Design rf_writeback_arbiter, sky130hd; sources not shown.
congestion.png
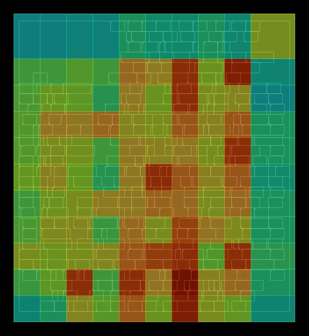
met3 track demand over resource in global routing: 0.0459
GR met2 Demand/Resource: 0.367
post-layout util: 0.657

layer_met1.png
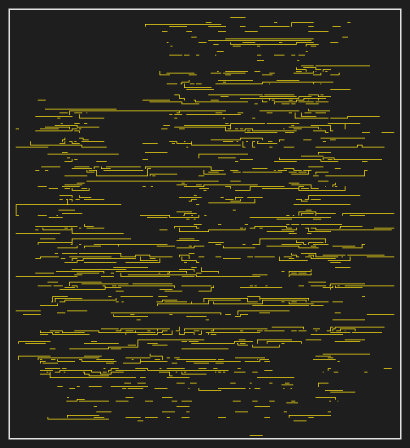
The layer carries 2540 um of wire. 340 nets have wire on it. The layer holds 41% of the routed length. The wires run mostly horizontal. The longest straight run is 29.4 um.
met1 global-route usage: 0.265
total number of vias: 2174
drt total wl: 6210 um

==> impl_metrics.env <==
# physical design summary
export IMPL_outcome="finished, final reports clean"
export IMPL_routedWlPerCell_um=15.8
export IMPL_core_region_area_mm2=0.00540
export IMPL_n_clock_buffer=8
export IMPL_post_route_worst_setup_slack_ns=0.0577
export IMPL_n_sequential_cell=42
export IMPL_timing_final_crit_share=0.966
export IMPL_signal_buffer_area_fraction=0.368
export IMPL_hold_violations=0
export IMPL_synthDistinctLibCells=31
export IMPL_max_freq_ghz=0.609
export IMPL_antennaDiodeCount=0
export IMPL_synth_flops=42
export IMPL_post_cts_repair_setup_buffers=0
export IMPL_synth_async_reset_ratio=0
export IMPL_cts_htree_levels=2
export IMPL_maximum_number_of_pins_on_one_net_before_global_route_repair=26
export IMPL_synth_area_top_cells="sky130_fd_sc_hd__dfxtp_1 38%, sky130_fd_sc_hd__a221o_1 17%, sky130_fd_sc_hd__a2111oi_2 14%"
export IMPL_reg2reg_depth=5
export IMPL_relSlewSlack=0.549
export IMPL_yosys_cell_count_top_type="sky130_fd_sc_hd__dfxtp_1"
export IMPL_ys_cells=203
export IMPL_vdd_ir_drop_max_mv=0.508
export IMPL_dp_cells=383
export IMPL_r2r_setup_slack_ns=0.13
export IMPL_internal_power_mw=1.86
export IMPL_timing_critical_path_slowest_cell_delay_ns=0.84
export IMPL_fin_crit_ns=1.64
export IMPL_die_width_um=73.6
export IMPL_largest_class="buffers"
export IMPL_total_power_mw=2.71
export IMPL_total_leakage_power_nw=1.39
export IMPL_postSynthCellCount=203
export IMPL_io_pin_count=118
export IMPL_hold_path_cell_count=2
export IMPL_inverters=39
export IMPL_final_layout_size_suffix_gt1_frac=0.164
export IMPL_clkPwrFrac=0.273
export IMPL_crit_family="buffers and inverters"
export IMPL_cp_end_kind="output port"
export IMPL_final_setup_viol_count=0
export IMPL_grt_remaining_overflow=0
export IMPL_synthToLayoutAreaGrowth_pct=61.1
export IMPL_fillerInstances=445
export IMPL_chip_area_mm2=0.00594
export IMPL_clock_sink_count=42
export IMPL_timing_max_cap_violations=0
[power groups by stage]
stage	clock network (mW)	logic, mW	registers, mW
final	0.741	0.864	1.10
after floorplan	0	0.227	1.38
after CTS	0.751	0.867	1.10
after global routing	0.797	0.911	1.11
after detailed placement	0	0.862	1.12
after global placement	0	0.850	1.12
[cells by family after synthesis]
family                   count (synthesis)  share of synthesized area
AND-OR/OR-AND                           79                      0.399
adder cells (fa/ha/maj)                  2                     0.0114
buffers and inverters                   63                      0.148
flip-flops                              42                      0.382
AND/OR/NAND/NOR                         17                     0.0586
[layer usage]
layer  up-vias  wire, um  GRT usage
met5         -         0          0
met4         0       215      0.100
met3        19       365     0.0459
met2        86      3100      0.367
met1      1039      2540      0.265
li1       1030         -          -
